Figure 1. Routed clock nets over the placement (run 1).
Drawn at 1.5 px/µm.
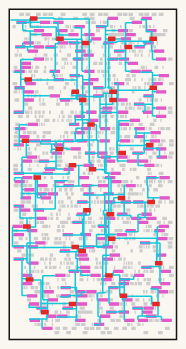
Figure 2. Clock nets (run 1).
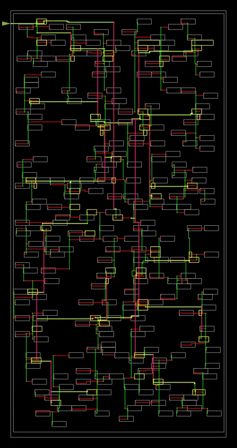
Figure 3. Wiring by layer (run 1).
Drawn at 3 px/µm.
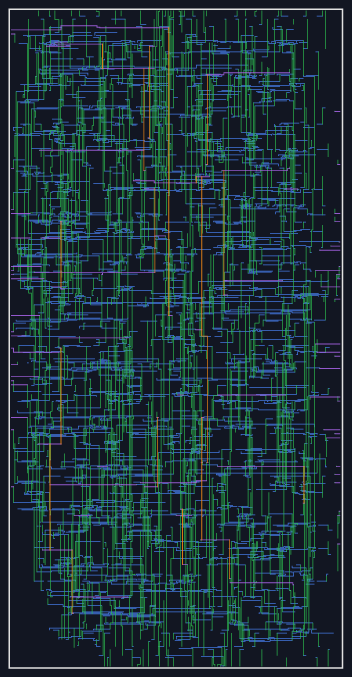
[src/rtl/pwm_duty_monitor.sv]
// Two-channel PWM duty-cycle and rising-edge monitor.
// Counts per 2^C_PWM_WIDTH-clock window, results strobed by valid_o.
module pwm_duty_monitor #(
  parameter int unsigned C_PWM_WIDTH = 24
) (
  input  logic                   pwm_clk_i,
  input  logic                   pwm_rst_i,
  input  logic [1:0]             pwm_i,
  output logic [C_PWM_WIDTH-1:0] duty0_o,
  output logic [C_PWM_WIDTH-1:0] duty1_o,
  output logic [C_PWM_WIDTH-1:0] rises0_o,
  output logic [C_PWM_WIDTH-1:0] rises1_o,
  output logic [1:0]             sat_o,
  output logic                   valid_o
);

  localparam int unsigned W = C_PWM_WIDTH;

  logic [1:0]   sync1;
  logic [1:0]   sync2;
  logic [1:0]   s;
  logic [1:0]   s_prev;
  logic [1:0]   rise;
  logic [W-1:0] win_cnt;
  logic         tc;
  logic [W:0]   hi0;
  logic [W:0]   hi1;
  logic [W:0]   rise0;
  logic [W:0]   rise1;
  logic [W:0]   hi0_nxt;
  logic [W:0]   hi1_nxt;
  logic [W:0]   rise0_nxt;
  logic [W:0]   rise1_nxt;

  // Clamp a window total to the output width.
  function automatic logic [W-1:0] clip(input logic [W:0] v);
    clip = v[W] ? {W{1'b1}} : v[W-1:0];
  endfunction

  // Synchronize the async inputs, then register one sample.
  always_ff @(posedge pwm_clk_i) begin
    if (pwm_rst_i) begin
      sync1  <= '0;
      sync2  <= '0;
      s      <= '0;
      s_prev <= '0;
    end else begin
      sync1  <= pwm_i;
      sync2  <= sync1;
      s      <= sync2;
      s_prev <= s;
    end
  end

  assign rise = s & ~s_prev;
  assign tc   = &win_cnt;

  // Running totals including this cycle's contribution.
  always_comb begin
    hi0_nxt   = hi0 + {{W{1'b0}}, s[0]};
    hi1_nxt   = hi1 + {{W{1'b0}}, s[1]};
    rise0_nxt = rise0 + {{W{1'b0}}, rise[0]};
    rise1_nxt = rise1 + {{W{1'b0}}, rise[1]};
  end

  // Free-running window counter.
  always_ff @(posedge pwm_clk_i) begin
    if (pwm_rst_i) begin
      win_cnt <= '0;
    end else begin
      win_cnt <= win_cnt + 1'b1;
    end
  end

  // Accumulate; at terminal count restart with no dead cycle.
  always_ff @(posedge pwm_clk_i) begin
    if (pwm_rst_i || tc) begin
      hi0   <= '0;
      hi1   <= '0;
      rise0 <= '0;
      rise1 <= '0;
    end else begin
      hi0   <= hi0_nxt;
      hi1   <= hi1_nxt;
      rise0 <= rise0_nxt;
      rise1 <= rise1_nxt;
    end
  end

  // Latch window results and strobe valid the cycle after TC.
  always_ff @(posedge pwm_clk_i) begin
    if (pwm_rst_i) begin
      duty0_o  <= '0;
      duty1_o  <= '0;
      rises0_o <= '0;
      rises1_o <= '0;
      sat_o    <= '0;
      valid_o  <= 1'b0;
    end else begin
      valid_o <= tc;
      if (tc) begin
        duty0_o  <= clip(hi0_nxt);
        duty1_o  <= clip(hi1_nxt);
        rises0_o <= clip(rise0_nxt);
        rises1_o <= clip(rise1_nxt);
        sat_o    <= {hi1_nxt[W], hi0_nxt[W]};
      end
    end
  end

endmodule
[config.mk]
export PLATFORM = sky130hd
export DESIGN_NAME = pwm_duty_monitor
export DESIGN_NICKNAME = d
export VERILOG_FILES = /design/src/rtl/pwm_duty_monitor.sv
export SDC_FILE = /design/constraint.sdc
export NUM_CORES = 1
export LEC_CHECK = 0
export CAP_MARGIN = 20
export CELL_PAD_IN_SITES_DETAIL_PLACEMENT = 0
export CELL_PAD_IN_SITES_GLOBAL_PLACEMENT = 2
export CORE_ASPECT_RATIO = 2
export CORE_UTILIZATION = 39
export CTS_BUF_LIST = sky130_fd_sc_hd__clkbuf_8
export CTS_CLUSTER_SIZE = 14
export DETAILED_ROUTE_END_ITERATION = 7
export GPL_ROUTABILITY_DRIVEN = 1
export GPL_TIMING_DRIVEN = 1
export HOLD_SLACK_MARGIN = 0.12
export PLACE_DENSITY_LB_ADDON = 0.1
export REMOVE_ABC_BUFFERS = 1
export SYNTH_ARGS = -nofsm -noshare
export SYNTH_HDL_FRONTEND = slang
export SYNTH_SLANG_ARGS = --single-unit
[constraint.sdc]
create_clock -name pwm_clk_i -period 4.3 [get_ports pwm_clk_i]
set_input_delay 0.43 -clock pwm_clk_i [delete_from_list [all_inputs] [get_ports pwm_clk_i]]
set_output_delay 0.43 -clock pwm_clk_i [all_outputs]
set_load 0.01 [all_outputs]
==> reports/results.tsv, run 1 <==
metric	value	unit
nMultiInputCombCells	695	
p_switching	899.1	µW
cts_max_level	2	
power_leader	registers	
pin_count	103	
ir_drop	0.0004121	V
grt_pass1_wl	37000	µm
largest_area_cell	dfxtp_1	
cpPeakStageDelay	0.65	ns
met1_usage	19.10	%
layout.nonclk_buf_share	9.856	%
p_seq	2.15	mW
seq_share	41.49	%
mostFrequentLayoutCells	dfxtp_1, nor2_1, clkdlybuf4s50_1	
final-clk-cell-share	6.556	%
dominant_cells	sequential cells	
compound_area_share	10.29	%
rsz0062_at_grt	false	
fill_cells	2320	
fin_hold_ws	0.4381	ns
setup_violations	0	
ctsHoldBuffers	0	
synth_seq_share	50.31	%
worstPathRequired	4.71	ns
tap_cells	283	
whs_path_depth	1	
finish.utilization	47.98	%
min_from	sync1[1]	
status	finished clean	
remaining_drc_errors	0	
yosysMostFrequentCell	dfxtp_1	
ys_warn_count	0	
start_kind	flop	
diodes	0	
syn_inst	988	
path_clk_slew	0.07	ns
ys.flop_type	dfxtp_1	
pre_cts_slack	1.340	ns
fin_crit	2.926	ns
ant_nets	0	
worst_path_max_delay_cell	buf_4	
met1_length	8787	µm
wl_met3	699	µm
min_to	sync2[1]	
register_area	4624	µm²
leakagePower	3.758	nW
lay_top_count	dfxtp_1	
critical_path.max_fanout	73	
chipArea	24230	µm²
switching_share	21.84	%
crit_buf_inv	1	
rr_startpoint	win_cnt[11]	
ys_ff	231	
cp_data_arrival_time	3.34	ns
layoutNonFillerInstCount	1390	
cts_tree	done	
drv_slew	0	
mi_logic_area	4293	µm²
cp_cell_sequence	nand4_1, nor4_1, and3_2, buf_4, nor2_1, a311oi_1	
fp-utilization	39.57	%
post_cts_buffers	0	
log.warning_count	25	
crit_path_end_kind	flop	
use_met2	38.16	%
inverters	12	
-- Figure 1 (at the start) --
[clock-net drivers] red | count: 35
[clock wires] cyan | length: 3300 µm
[flip-flops] magenta | count: 231
routed clock nets: 36
Late-Pin Clk Latency: 0.52 ns
Clk pwr share: 46.4%
skew final: 0.01727 ns

-- Figure 2 (at the start) --
Seq cells: 231
clkbuf count: 45
Clock Sinks: 231
clock-net power: 1.91 mW

-- Figure 3 (at the start) --
[M4] orange | wire length: 585 µm
[M2] green | wire length: 12600 µm
[M3] purple | wire length: 699 µm
[M1] blue | wire length: 8790 µm
total number of vias: 7235
GRT Util Overall: 18.95%

--- run 2 (diff from run 1) ---
--- a/config.mk
+++ b/config.mk
@@ -9,7 +9,7 @@
 export CELL_PAD_IN_SITES_DETAIL_PLACEMENT = 0
 export CELL_PAD_IN_SITES_GLOBAL_PLACEMENT = 2
 export CORE_ASPECT_RATIO = 2
-export CORE_UTILIZATION = 39
+export CORE_UTILIZATION = 36
 export CTS_BUF_LIST = sky130_fd_sc_hd__clkbuf_8
 export CTS_CLUSTER_SIZE = 14
 export DETAILED_ROUTE_END_ITERATION = 7
==> constraint.sdc (replaced) <==
create_clock -name pwm_clk_i -period 2.96 [get_ports pwm_clk_i]
set_input_delay 0.296 -clock pwm_clk_i [delete_from_list [all_inputs] [get_ports pwm_clk_i]]
set_output_delay 0.296 -clock pwm_clk_i [all_outputs]
set_load 0.01 [all_outputs]
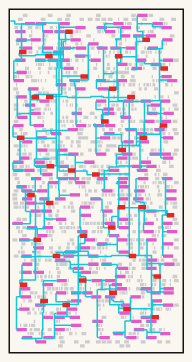
Figure 4: run 2, routed clock nets over the placement.
Drawn at 1.5 px/µm.
[clock wires] cyan | length: 3410 µm
[clock-net drivers] red | count: 37
[flip-flops] magenta | count: 231
flops lie: all over the die
skew final: 0.02444 ns
Clk pwr share: 46.3%
clock-net power: 2.77 mW
Late-Pin Clk Latency: 0.54 ns

==> run 2 against run 1 <==
Count of clock-buffer cells in the layout grew 1. Synthesized area is the same. First-iteration DRC count shrank 5.1%. Clock power grew 45%. Combinational power grew 53%. Routed wire length grew 3.2%. Sequential share of layout area shrank 0.79 points. Fmax grew 9.3%. Setup slack lost 1.1 ns. Via count grew 1.1%. Sequential power grew 45%. Flip-flop count is the same. Critical endpoint is now duty1_o[5]. Largest power group unchanged.
==> reports/results.tsv, run 2 <==
metric	value	unit	change
status	finished clean		unchanged
largest_area_cell	dfxtp_1		unchanged
setup_violations	0		unchanged
pre_cts_slack	0.2452	ns	was 1.340 ns
grt_usage	18.82	%	was 18.95%
fill_cells	2569		was 2320
clock_buffers	46		was 45
met1_length	8982	µm	was 8787 µm
grt_pass1_wl	38870	µm	was 37000 µm
ctsHoldBuffers	1		was 0
cts_tree	done		unchanged
final-clk-cell-share	6.509	%	was 6.556%
syn_inst	988		unchanged
min_to	sync1[1]		was sync2[1]
layout.nonclk_buf_share	10.90	%	was 9.856%
start_kind	flop		unchanged
post_cts_buffers	0		unchanged
mi_logic_area	4293	µm²	unchanged
seq_share	40.70	%	was 41.49%
met1_usage	19.37	%	was 19.10%
rsz0062_at_grt	false		unchanged
chipArea	26220	µm²	was 24230 µm²
mostFrequentLayoutCells	dfxtp_1, nor2_1, clkdlybuf4s50_1		unchanged
worstPathRequired	3.36	ns	was 4.71 ns
ys.flop_type	dfxtp_1		unchanged
p_switching	1.345	mW	was 899.1 µW
compound_area_share	10.29	%	unchanged
dominant_cells	sequential cells		unchanged
path_clk_slew	0.06	ns	was 0.07 ns
diodes	0		unchanged
whs_path_depth	2		was 1
seq_cells	231		unchanged
lay_top_count	dfxtp_1		unchanged
cts_max_level	2		unchanged
leakagePower	3.857	nW	was 3.758 nW
layoutNonFillerInstCount	1464		was 1390
synth_seq_share	50.31	%	unchanged
power_leader	registers		unchanged
switching_share	22.49	%	was 21.84%
p_seq	3.12	mW	was 2.15 mW
remaining_drc_errors	0		unchanged
worst_path_max_delay_cell	or4_1		was buf_4
crit_path_end_kind	flop		unchanged
fp-utilization	36.72	%	was 39.57%
via_count	7314		was 7235
fin_crit	2.676	ns	was 2.926 ns
min_from	pwm_i[1]		was sync1[1]
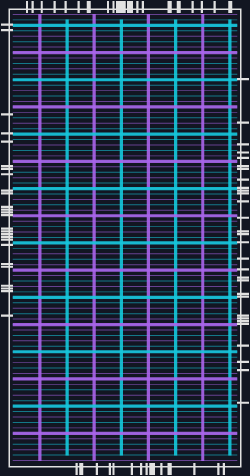
Figure 5: run 2, supply network.
Drawn at 2 px/µm. Pins as bars on the die edge.
[VDD] cyan
[VSS] purple
signal pins: 103
met1 rails: 83
met5 straps: 16
rows: 82
Die X: 115.0 µm
core area: 25030 µm²
Max VDD drop: 0.0003850 V
Die Ht: 228.0 µm

Power and IR drop assume default switching activity.
